$ cat src/rtl/control_logic_pkg.sv
// Shared definitions for the three-stage RV32I ALU pipeline:
// opcode and funct constants, the ALU operation encoding, and
// a small immediate helper used by the decoder.
package control_logic_pkg;

    localparam int XLEN = 32;

    // Major opcodes handled by the pipeline; every other opcode is a bubble.
    localparam logic [6:0] OP_RTYPE = 7'b0110011;
    localparam logic [6:0] OP_ITYPE = 7'b0010011;

    // funct3 values shared by R-type and I-type ALU instructions.
    localparam logic [2:0] F3_ADD_SUB = 3'b000;
    localparam logic [2:0] F3_SLL     = 3'b001;
    localparam logic [2:0] F3_SLT     = 3'b010;
    localparam logic [2:0] F3_SLTU    = 3'b011;
    localparam logic [2:0] F3_XOR     = 3'b100;
    localparam logic [2:0] F3_SR      = 3'b101;
    localparam logic [2:0] F3_OR      = 3'b110;
    localparam logic [2:0] F3_AND     = 3'b111;

    // funct7 (or imm[11:5] for immediate shifts): base and alternate forms.
    localparam logic [6:0] F7_BASE = 7'b0000000;
    localparam logic [6:0] F7_ALT  = 7'b0100000;

    // ALU operation encoding carried from decode into execute.
    typedef enum logic [3:0] {
        ALU_ADD  = 4'd0,
        ALU_SUB  = 4'd1,
        ALU_AND  = 4'd2,
        ALU_OR   = 4'd3,
        ALU_XOR  = 4'd4,
        ALU_SLL  = 4'd5,
        ALU_SRL  = 4'd6,
        ALU_SRA  = 4'd7,
        ALU_SLT  = 4'd8,
        ALU_SLTU = 4'd9
    } alu_op_t;

    // Sign-extend a 12-bit I-type immediate to the datapath width.
    function automatic logic [XLEN-1:0] sext_imm12(input logic [11:0] imm);
        return {{(XLEN-12){imm[11]}}, imm};
    endfunction

endpackage

$ cat src/rtl/control_logic_pipe_alu.sv
// Purely combinational RV32I integer ALU used in the execute stage.
// Add/sub wrap modulo 2^32, shifts use b[4:0], set-less-than yields 0/1.
module rv_alu
    import control_logic_pkg::*;
(
    input  logic [XLEN-1:0] a,
    input  logic [XLEN-1:0] b,
    input  alu_op_t         alu_op,
    output logic [XLEN-1:0] y
);

    logic [4:0] shamt;

    assign shamt = b[4:0];

    // Select the result for the requested operation.
    always_comb begin
        // NOTE: y gets a default before the case so no path leaves it unassigned (no latch).
        y = '0;
        case (alu_op)
            ALU_ADD:  y = a + b;
            ALU_SUB:  y = a - b;
            ALU_AND:  y = a & b;
            ALU_OR:   y = a | b;
            ALU_XOR:  y = a ^ b;
            ALU_SLL:  y = a << shamt;
            ALU_SRL:  y = a >> shamt;
            ALU_SRA:  y = $unsigned($signed(a) >>> shamt);
            ALU_SLT:  y = {{(XLEN-1){1'b0}}, ($signed(a) < $signed(b))};
            ALU_SLTU: y = {{(XLEN-1){1'b0}}, (a < b)};
            default:  y = '0;
        endcase
    end

endmodule

$ cat src/rtl/control_logic_pipe.sv
// Three-stage RV32I integer ALU pipeline.
//   Stage 1: decode the instruction, read operands from the register-file
//            snapshot, latch operands, ALU op and a valid bit.
//   Stage 2: execute in rv_alu, latch result and valid bit.
//   Stage 3: load alu_result only for valid results; bubbles hold it.
// Write-back is owned by the enclosing core; this block never writes reg_file.
module control_logic_pipe
    import control_logic_pkg::*;
(
    input  logic            clk,
    input  logic            reset,
    input  logic [XLEN-1:0] instruction,
    input  logic [XLEN-1:0] reg_file [32],
    output logic [XLEN-1:0] alu_result
);

    // Instruction fields.
    logic [6:0] opcode;
    logic [4:0] rs1;
    logic [4:0] rs2;
    logic [2:0] funct3;
    logic [6:0] funct7;

    assign opcode = instruction[6:0];
    assign rs1    = instruction[19:15];
    assign rs2    = instruction[24:20];
    assign funct3 = instruction[14:12];
    assign funct7 = instruction[31:25];

    // Register reads; x0 is hard-wired to zero whatever the snapshot holds.
    logic [XLEN-1:0] rs1_val;
    logic [XLEN-1:0] rs2_val;
    logic [XLEN-1:0] imm_val;

    assign rs1_val = (rs1 == 5'd0) ? '0 : reg_file[rs1];
    assign rs2_val = (rs2 == 5'd0) ? '0 : reg_file[rs2];
    assign imm_val = sext_imm12(instruction[31:20]);

    // Stage-1 next state (decode outputs) and registers.
    logic            s1_valid_d, s1_valid_q;
    alu_op_t         s1_op_d,    s1_op_q;
    logic [XLEN-1:0] s1_a_d,     s1_a_q;
    logic [XLEN-1:0] s1_b_d,     s1_b_q;

    // Stage-2 registers.
    logic            s2_valid_q;
    logic [XLEN-1:0] s2_result_d, s2_result_q;

    // Stage-3 output register.
    logic [XLEN-1:0] alu_result_q;

    // Decode: classify opcode, pick operand B and ALU op, flag illegal encodings as bubbles.
    always_comb begin
        s1_valid_d = 1'b0;
        s1_op_d    = ALU_ADD;
        s1_a_d     = rs1_val;
        s1_b_d     = rs2_val;

        case (opcode)
            OP_RTYPE: begin
                s1_b_d = rs2_val;
                // Only ADD/SUB and SRL/SRA have an alternate funct7 form.
                s1_valid_d = (funct7 == F7_BASE) ||
                             ((funct7 == F7_ALT) &&
                              ((funct3 == F3_ADD_SUB) || (funct3 == F3_SR)));
                case (funct3)
                    F3_ADD_SUB: s1_op_d = funct7[5] ? ALU_SUB : ALU_ADD;
                    F3_SLL:     s1_op_d = ALU_SLL;
                    F3_SLT:     s1_op_d = ALU_SLT;
                    F3_SLTU:    s1_op_d = ALU_SLTU;
                    F3_XOR:     s1_op_d = ALU_XOR;
                    F3_SR:      s1_op_d = funct7[5] ? ALU_SRA : ALU_SRL;
                    F3_OR:      s1_op_d = ALU_OR;
                    F3_AND:     s1_op_d = ALU_AND;
                    default:    s1_op_d = ALU_ADD;
                endcase
            end

            OP_ITYPE: begin
                s1_b_d     = imm_val;
                s1_valid_d = 1'b1;
                case (funct3)
                    F3_ADD_SUB: s1_op_d = ALU_ADD;
                    F3_SLT:     s1_op_d = ALU_SLT;
                    F3_SLTU:    s1_op_d = ALU_SLTU;
                    F3_XOR:     s1_op_d = ALU_XOR;
                    F3_OR:      s1_op_d = ALU_OR;
                    F3_AND:     s1_op_d = ALU_AND;
                    F3_SLL: begin
                        // Immediate shifts carry the shift amount in imm[4:0];
                        // imm[11:5] must be a legal funct7 pattern.
                        s1_op_d    = ALU_SLL;
                        s1_valid_d = (funct7 == F7_BASE);
                    end
                    F3_SR: begin
                        s1_op_d    = funct7[5] ? ALU_SRA : ALU_SRL;
                        s1_valid_d = (funct7 == F7_BASE) || (funct7 == F7_ALT);
                    end
                    default: s1_op_d = ALU_ADD;
                endcase
            end

            default: s1_valid_d = 1'b0;
        endcase
    end

    // Stage 1: capture decoded operands so later reg_file changes cannot disturb this instruction.
    always_ff @(posedge clk or negedge reset) begin
        if (!reset) begin
            s1_valid_q <= 1'b0;
            s1_op_q    <= ALU_ADD;
            s1_a_q     <= '0;
            s1_b_q     <= '0;
        end else begin
            // NOTE: non-blocking assignments so every stage samples the pre-edge value of the one before it.
            s1_valid_q <= s1_valid_d;
            s1_op_q    <= s1_op_d;
            s1_a_q     <= s1_a_d;
            s1_b_q     <= s1_b_d;
        end
    end

    rv_alu u_alu (
        .a      (s1_a_q),
        .b      (s1_b_q),
        .alu_op (s1_op_q),
        .y      (s2_result_d)
    );

    // Stage 2: latch the execute result together with its valid bit.
    always_ff @(posedge clk or negedge reset) begin
        if (!reset) begin
            s2_valid_q  <= 1'b0;
            s2_result_q <= '0;
        end else begin
            s2_valid_q  <= s1_valid_q;
            s2_result_q <= s2_result_d;
        end
    end

    // Stage 3: update the visible result only for valid instructions; bubbles hold it.
    always_ff @(posedge clk or negedge reset) begin
        if (!reset) begin
            alu_result_q <= '0;
        end else if (s2_valid_q) begin
            alu_result_q <= s2_result_q;
        end
    end

    assign alu_result = alu_result_q;

endmodule

$ cat config.mk
export PLATFORM = sky130hd
export DESIGN_NAME = control_logic_pipe
export DESIGN_NICKNAME = d
export VERILOG_FILES = /design/src/rtl/control_logic_pkg.sv /design/src/rtl/control_logic_pipe_alu.sv /design/src/rtl/control_logic_pipe.sv
export SDC_FILE = /design/constraint.sdc
export NUM_CORES = 1
export LEC_CHECK = 0
export ABC_CLOCK_PERIOD_IN_PS = 5630
export CORE_AREA = 2 2 425 427
export DETAILED_ROUTE_END_ITERATION = 16
export DIE_AREA = 0 0 427 429
export GPL_ROUTABILITY_DRIVEN = 0
export SETUP_SLACK_MARGIN = 0.2
export SLEW_MARGIN = 10
export SYNTH_ARGS = -nofsm -noshare
export SYNTH_HDL_FRONTEND = slang
export SYNTH_SLANG_ARGS = --single-unit
$ cat constraint.sdc
create_clock -name clk -period 5.63 [get_ports clk]
set_input_delay 1.126 -clock clk [delete_from_list [all_inputs] [get_ports clk]]
set_output_delay 1.126 -clock clk [all_outputs]
set_load 0.02 [all_outputs]
Run 1, congestion heat map:
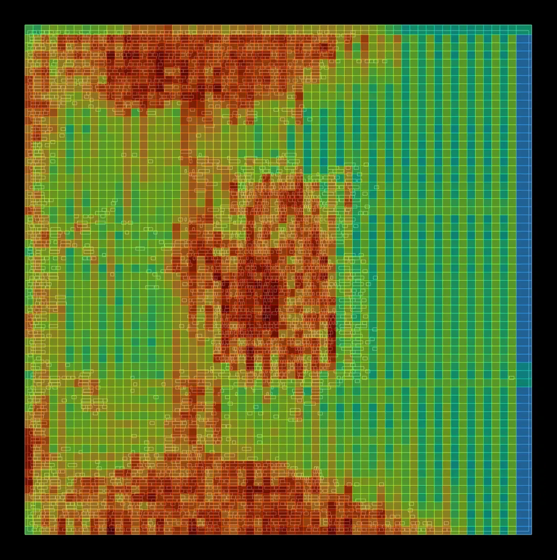
overall routing resource usage: 0.2390
Util after Layout: 0.2415
met2 usage: 0.3485
grt peak-use layer: met2
met1 GRT Util: 0.2844

Run 1, sequential cells colored by netlist name:
Scale bar: 100 µm.
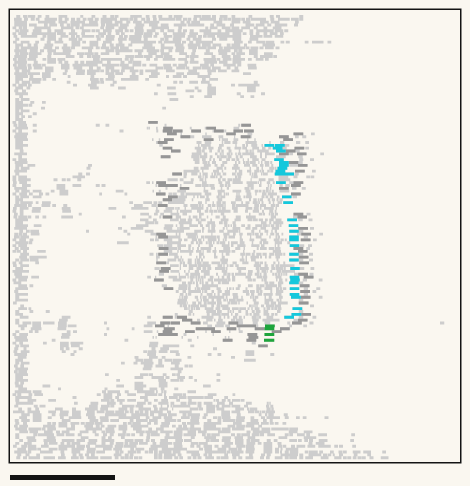
| color | netlist name | placed flops |
|---|---|---|
| cyan | `s2_result_q` | 32 |
| green | `s1_op_q` | 4 |

Run 1, layout detail:
Scale bar: 5 µm. Region (204, 290) to (224, 310) µm. Cells in gray, sequential cells in the stronger gray; small squares are vias.
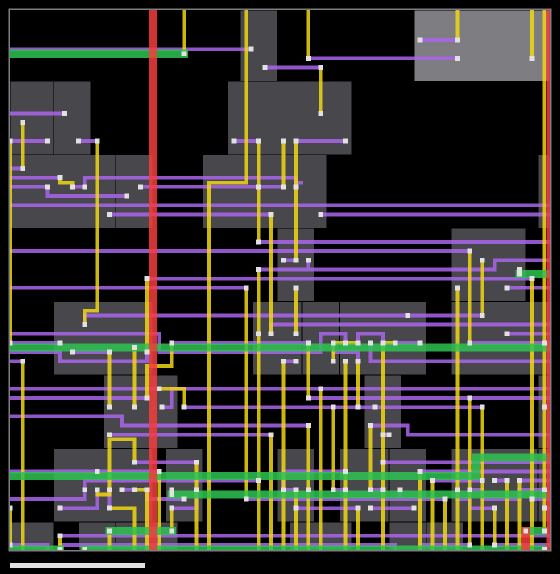
| color | layer |
|---|---|
| purple | met1 |
| red | met4 |
| green | met3 |
| yellow | met2 |
most frequent: inv_1 (5), ha_1 (4)
cells with their middle in the window: 22
netlist names of flops here include: `s1_b_q` (1)
sequential cells in the window: 1

run 1: final timing paths:
check / end / depth (start not counted) / slack (ns) / start
min: s2_valid_q / 0 / 0.35 / s1_valid_q
min reg2reg: s2_valid_q / 0 / 0.35 / s1_valid_q
max in group asynchronous: s1_a_q[19] / 2 / 4.05 / reset
max reg2reg: s2_result_q[0] / 10 / 1.25 / s1_a_q[19]
min in group asynchronous: alu_result[2] / 1 / 0.54 / reset
max: s2_result_q[0] / 10 / 1.25 / s1_a_q[19]
run 1: through the flow:
stage / std cells / utilization
CTS: 5706 / 0.2403
detailed placement: 5676 / 0.2371
finish: 5792 / 0.2415
floorplan: 2436 / -
global placement: 5676 / 0.2371
global route: 5730 / 0.2407
==> run notes, run 1 <==
impl run done, here's what came out: status finished, final reports clean, switching share of total power 0.4551, Root Driver clkbuf_16, simple share 0.07498, Final Hold Viols 0, Buf/Inv on CP 2, Via density about 5.5, Post-CTS Resized 0, layout cells sized above 1 0.2614, Biggest consumer combinational cells, First DRT Iteration DRCs between 4000 and 5000, Worst VDD drop 0.2200 mV, crit path cell chain inv_1, ha_1, inv_1, a2111oi_0, o311ai_0, a2111oi_2, nor3_1, o21ai_0, nand2_1, o21ai_0, YS chip area ~29000 µm², first-pass detailed-route iteration total 7, Max Fclk 228.4 MHz, slowest CP cell a2111oi_2, num rows ~160, clock-pin slew on the worst setup and hold paths 0.06 ns, hold_buf cts 0, highest-count logic cell in the final layout clkdlybuf4s50_1, fa+ha+maj area frac 0.04355, Tightest Hold Check Type reg2reg, period utilization 0.7776, global route total overflow 0, GRT met3 Usage 0.1439, Final Skew 0.01436 ns, critical path class reg2reg, RSZ-0062 raised after global routing no, Period minus WS final ~4.4 ns, cells in synth_stat.txt 2436, Comb/total area 0.5571, top post-synthesis cells by count mux4_2 (685), nor2_1 (166), clkbuf_1 (160), WL met3 35090 µm, Plain + repair buffers 1156, Arr. time, crit path 4.68 ns, vias in the first global route 30450, Avg WL per Cell 39.07 µm, Clk pwr share 0.134, Slew headroom 0.2454, Seq share, synth 0.1165, Clock Sinks 134, Dominant flop cell dfrtp_1, Final Slew Violations 0, Worst setup EP type flop, sequential power 1.50 mW, first-pass GRT wire length about 290000 µm, xor/xnor share 0.005781, tool warnings 97, count of non-CTS inverters in the layout 107, net switching power 3.832 mW, flop share of the area 0.07818, MI comb cells 1924, fillcell total around 19000, register bit count reported by yosys about 130, FP Util 0.1617, Residual DRC 0, CORE AREA 178000 µm², CTS max path bufs 2, insertion delay at the late pin of the worst-skew pair approximately 0.46 ns, count of nets after finishing 4497, # IOs 1090, post-place instance area 42210 µm², hpwl dp 196800 µm, die height 429 µm, routed vias around 32000, setup TNS 0 ns, CTS H-tree lvls 4, Die Wd 427 µm, clk tree area frac 0.01341, Power Dens Cells 195.8 nW/µm², # diodes 86, post-synthesis instance total about 2400, Comb power frac 0.688, power in the clock group 1.13 mW, Syn Area/Cell 11.82 µm², Floorplan Nets 3593, non-clk buf share 0.2684, most frequent cell after synthesis mux4_2, sequential power share 0.178, largest fanout on the critical path 13, Power Combinational just under 6 mW, M1 wire length 83740 µm, Pleak between 10 and 15 nW, Synth warnings 0, WL final 226300 µm, AO/OA Area Share 0.1105, antenna viol nets, final 0, Cell area leaders mux4_2 (54%), dfrtp_1 (12%), ha_1 (4.2%), Area Growth Syn to Fin 49.38%, largest cell class by area multi-input combinational cells, largest net degree at the start of global routing 80, TritonCTS clock tree yes, Gate Area 23960 µm², max incr delay on CP around 0.76 ns, Post-Syn Area 28790 µm², Worst Slack Setup Final 1.252 ns, highest metal used met5, Flop Count ~130, mux share 0.5964, ys async rst share 1.000, Distinct cells, synth 79, Dominant cell area share 0.5359, Slew @ Worst Pin 1.129 ns, total die size 183200 µm², comb area leader multiplexers
Run 1, signal wires by layer:
Scale bar: 100 µm.
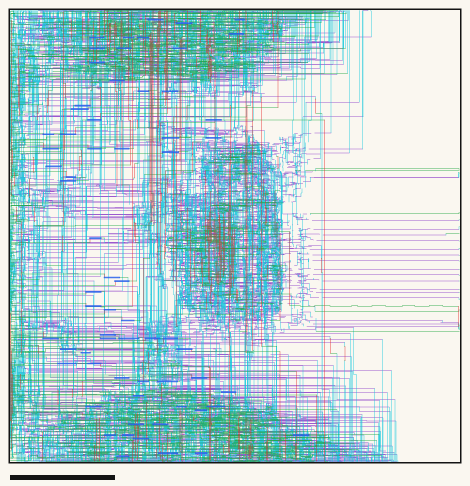

==> run 1 -> run 2 <==
ABC_CLOCK_PERIOD_IN_PS = 3850   (was 5630)
CORE_AREA = 2 2 424 426   (was 2 2 425 427)
DIE_AREA = 0 0 426 428   (was 0 0 427 429)
clock period = 3.85 ns   (was 5.63 ns; I/O delays follow)
Run 2, signal wires by layer:
Scale bar: 100 µm.
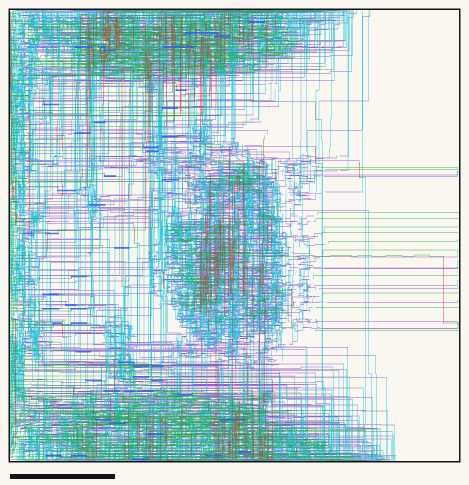
| color | layer | wire length |
|---|---|---|
| cyan | met2 | 96.4 mm |
| blue | met5 | 656 µm |
| purple | met1 | 85.3 mm |
| red | met4 | 9650 µm |
| green | met3 | 36.4 mm |

==> run notes, run 2 <==
impl run done, here's what came out: final cell count without fillers 5933 (was 5792), WL met3 36430 µm (was 35090 µm), largest fanout on the critical path 8 (was 13), Plain + repair buffers 1290 (was 1156), R2R depth 12 (was 10), met1 GRT Util 0.2908 (was 0.2844), Root Driver clkbuf_16 (unchanged), RSZ-0062 raised after global routing no (unchanged), Slew @ Worst Pin 1.273 ns (was 1.129 ns), M1 wire length 85270 µm (was 83740 µm), die height 428 µm (was 429 µm), simple share 0.07498 (unchanged), Final Slew Violations 0 (unchanged), most frequent cell after synthesis mux4_2 (unchanged), sequential power share 0.160 (was 0.178), Final Hold Viols 0 (unchanged), YS chip area 28790 µm² (unchanged), Area Growth Syn to Fin 53.89% (was 49.38%), Final Skew 0.01381 ns (was 0.01436 ns), Via density 5.539 (was 5.476), Slew headroom 0.1434 (was 0.2454), first-pass detailed-route iteration total 8 (was 7), post-synthesis instance total 2436 (unchanged), top post-synthesis cells by count mux4_2 (685), nor2_1 (166), clkbuf_1 (160) (unchanged), Power Dens Cells 292.6 nW/µm² (was 195.8 nW/µm²), xor/xnor share 0.005781 (unchanged), FP Util 0.1620 (was 0.1617), total die size 182300 µm² (was 183200 µm²), Residual DRC 0 (unchanged), grt peak-use layer met2 (unchanged), Syn Area/Cell 11.82 µm² (unchanged), post-place instance area 43400 µm² (was 42210 µm²), Hold WS 0.2755 ns (was 0.3510 ns), Gate Area 24000 µm² (was 23960 µm²), comb area leader multiplexers (unchanged), vias in the first global route 31470 (was 30450), First DRT Iteration DRCs 5240 (was 4952), Floorplan Nets 3593 (unchanged), MI comb cells 1924 (unchanged), status finished, final reports clean (unchanged), Cell area leaders mux4_2 (54%), dfrtp_1 (12%), ha_1 (4.2%) (unchanged), insertion delay at the late pin of the worst-skew pair 0.46 ns (about the same), hpwl dp 200500 µm (was 196800 µm), Worst setup EP type flop (unchanged), mux share 0.5964 (unchanged), Power Combinational 9.08 mW (was 5.79 mW), max incr delay on CP 0.45 ns (was 0.76 ns), Dominant flop cell dfrtp_1 (unchanged), CTS H-tree lvls 4 (unchanged), clock-pin slew on the worst setup and hold paths 0.06 ns (about the same), r2r startpoint s1_b_q[2] (was s1_a_q[19]), GRT met3 Usage 0.1514 (was 0.1439), Post-CTS Resized 2 (was 0), Max Fclk 283.7 MHz (was 228.4 MHz), tool warnings 97 (unchanged), fillcell total 18870 (was 18940), period utilization 0.9155 (was 0.7776), Period minus WS final 3.525 ns (was 4.378 ns), register bit count reported by yosys 134 (unchanged), highest-count logic cell in the final layout clkdlybuf4s50_1 (unchanged), fa+ha+maj area frac 0.04355 (unchanged), num rows 155 (unchanged), Die Wd 426 µm (was 427 µm), Seq share, synth 0.1165 (unchanged), met2 usage 0.3478 (was 0.3485), layout cells sized above 1 0.2912 (was 0.2614), setup TNS 0 ns (unchanged), AO/OA Area Share 0.1105 (unchanged), Comb/total area 0.5418 (was 0.5571), Comb power frac 0.701 (was 0.688), WP depth 12 (was 10), Synth warnings 0 (unchanged), global route total overflow 0 (unchanged), # diodes 92 (was 86), R2R setup slack 0.33 ns (was 1.25 ns), hold_buf cts 0 (unchanged), crit path cell chain inv_1, ha_1, a221oi_1, buf_4, o32a_1, a211oi_4, nor3_1, buf_4, or2_2, o311a_1, o22ai_1, buf_4 (was inv_1, ha_1, inv_1, a2111oi_0, o311ai_0, a2111oi_2, nor3_1, o21ai_0, nand2_1, o21ai_0), cells in synth_stat.txt 2436 (unchanged), Distinct cells, synth 79 (unchanged), Buf/Inv on CP 4 (was 2), Avg WL per Cell 38.49 µm (was 39.07 µm), Worst Slack Setup Final 0.3254 ns (was 1.252 ns), Pleak 15.71 nW (was 14.97 nW), routed vias 32860 (was 31720), TritonCTS clock tree yes (unchanged), non-clk buf share 0.2872 (was 0.2684), Crit Reg-Reg Endpoint s2_result_q[31] (was s2_result_q[0]), CTS max path bufs 2 (unchanged), Post-Syn Area 28790 µm² (unchanged), critical path class reg2reg (unchanged), antenna viol nets, final 0 (unchanged), Flop Count 134 (unchanged), power in the clock group 1.81 mW (was 1.13 mW), count of nets after finishing 4631 (was 4497), Dominant cell area share 0.5359 (unchanged), Worst VDD drop 0.3047 mV (was 0.2200 mV), largest cell class by area multi-input combinational cells (unchanged)
Run 2, layout detail:
Scale bar: 5 µm. Region (203, 290) to (223, 310) µm. Cells in gray, sequential cells in the stronger gray; small squares are vias.
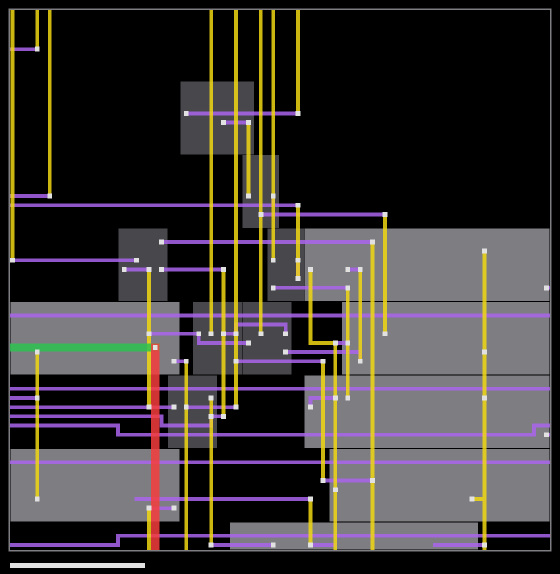
| color | layer |
|---|---|
| red | met4 |
| yellow | met2 |
| purple | met1 |
| green | met3 |
most frequent: dfrtp_1 (6), o21ai_0 (4), nor2_1 (2)
cells with their middle in the window: 13
sequential cells in the window: 6
netlist names of flops here include: `s1_a_q` (3), `s1_b_q` (3)

## run 2: cell types whose count changed in the layout (fill, tap and decap cells not counted), moves of 2 or more
cell and delta:
clkinv_2 -3, diode_2 +6, buf_4 +120, clkinv_4 +2, buf_12 +12, a211oi_1 -2
bufinv_16 +2
## run 2: worst max-delay path by stage
| stage | end | slack (ns) | startpoint |
|---|---|---|---|
| final | s2_result_q[31] | 0.33 | s1_b_q[2] |
| after global routing | s2_result_q[31] | 0.21 | s1_b_q[2] |
| after floorplan | s2_result_q[24] | 0.20 | s1_b_q[2] |
| after detailed placement | s2_result_q[31] | 0.13 | s1_b_q[2] |
| after CTS | s2_result_q[0] | 0.23 | s1_a_q[21] |
| after global placement | s2_result_q[0] | 0.12 | s1_a_q[19] |
Power figures rest on the tool's default switching activity, not on a simulated workload.
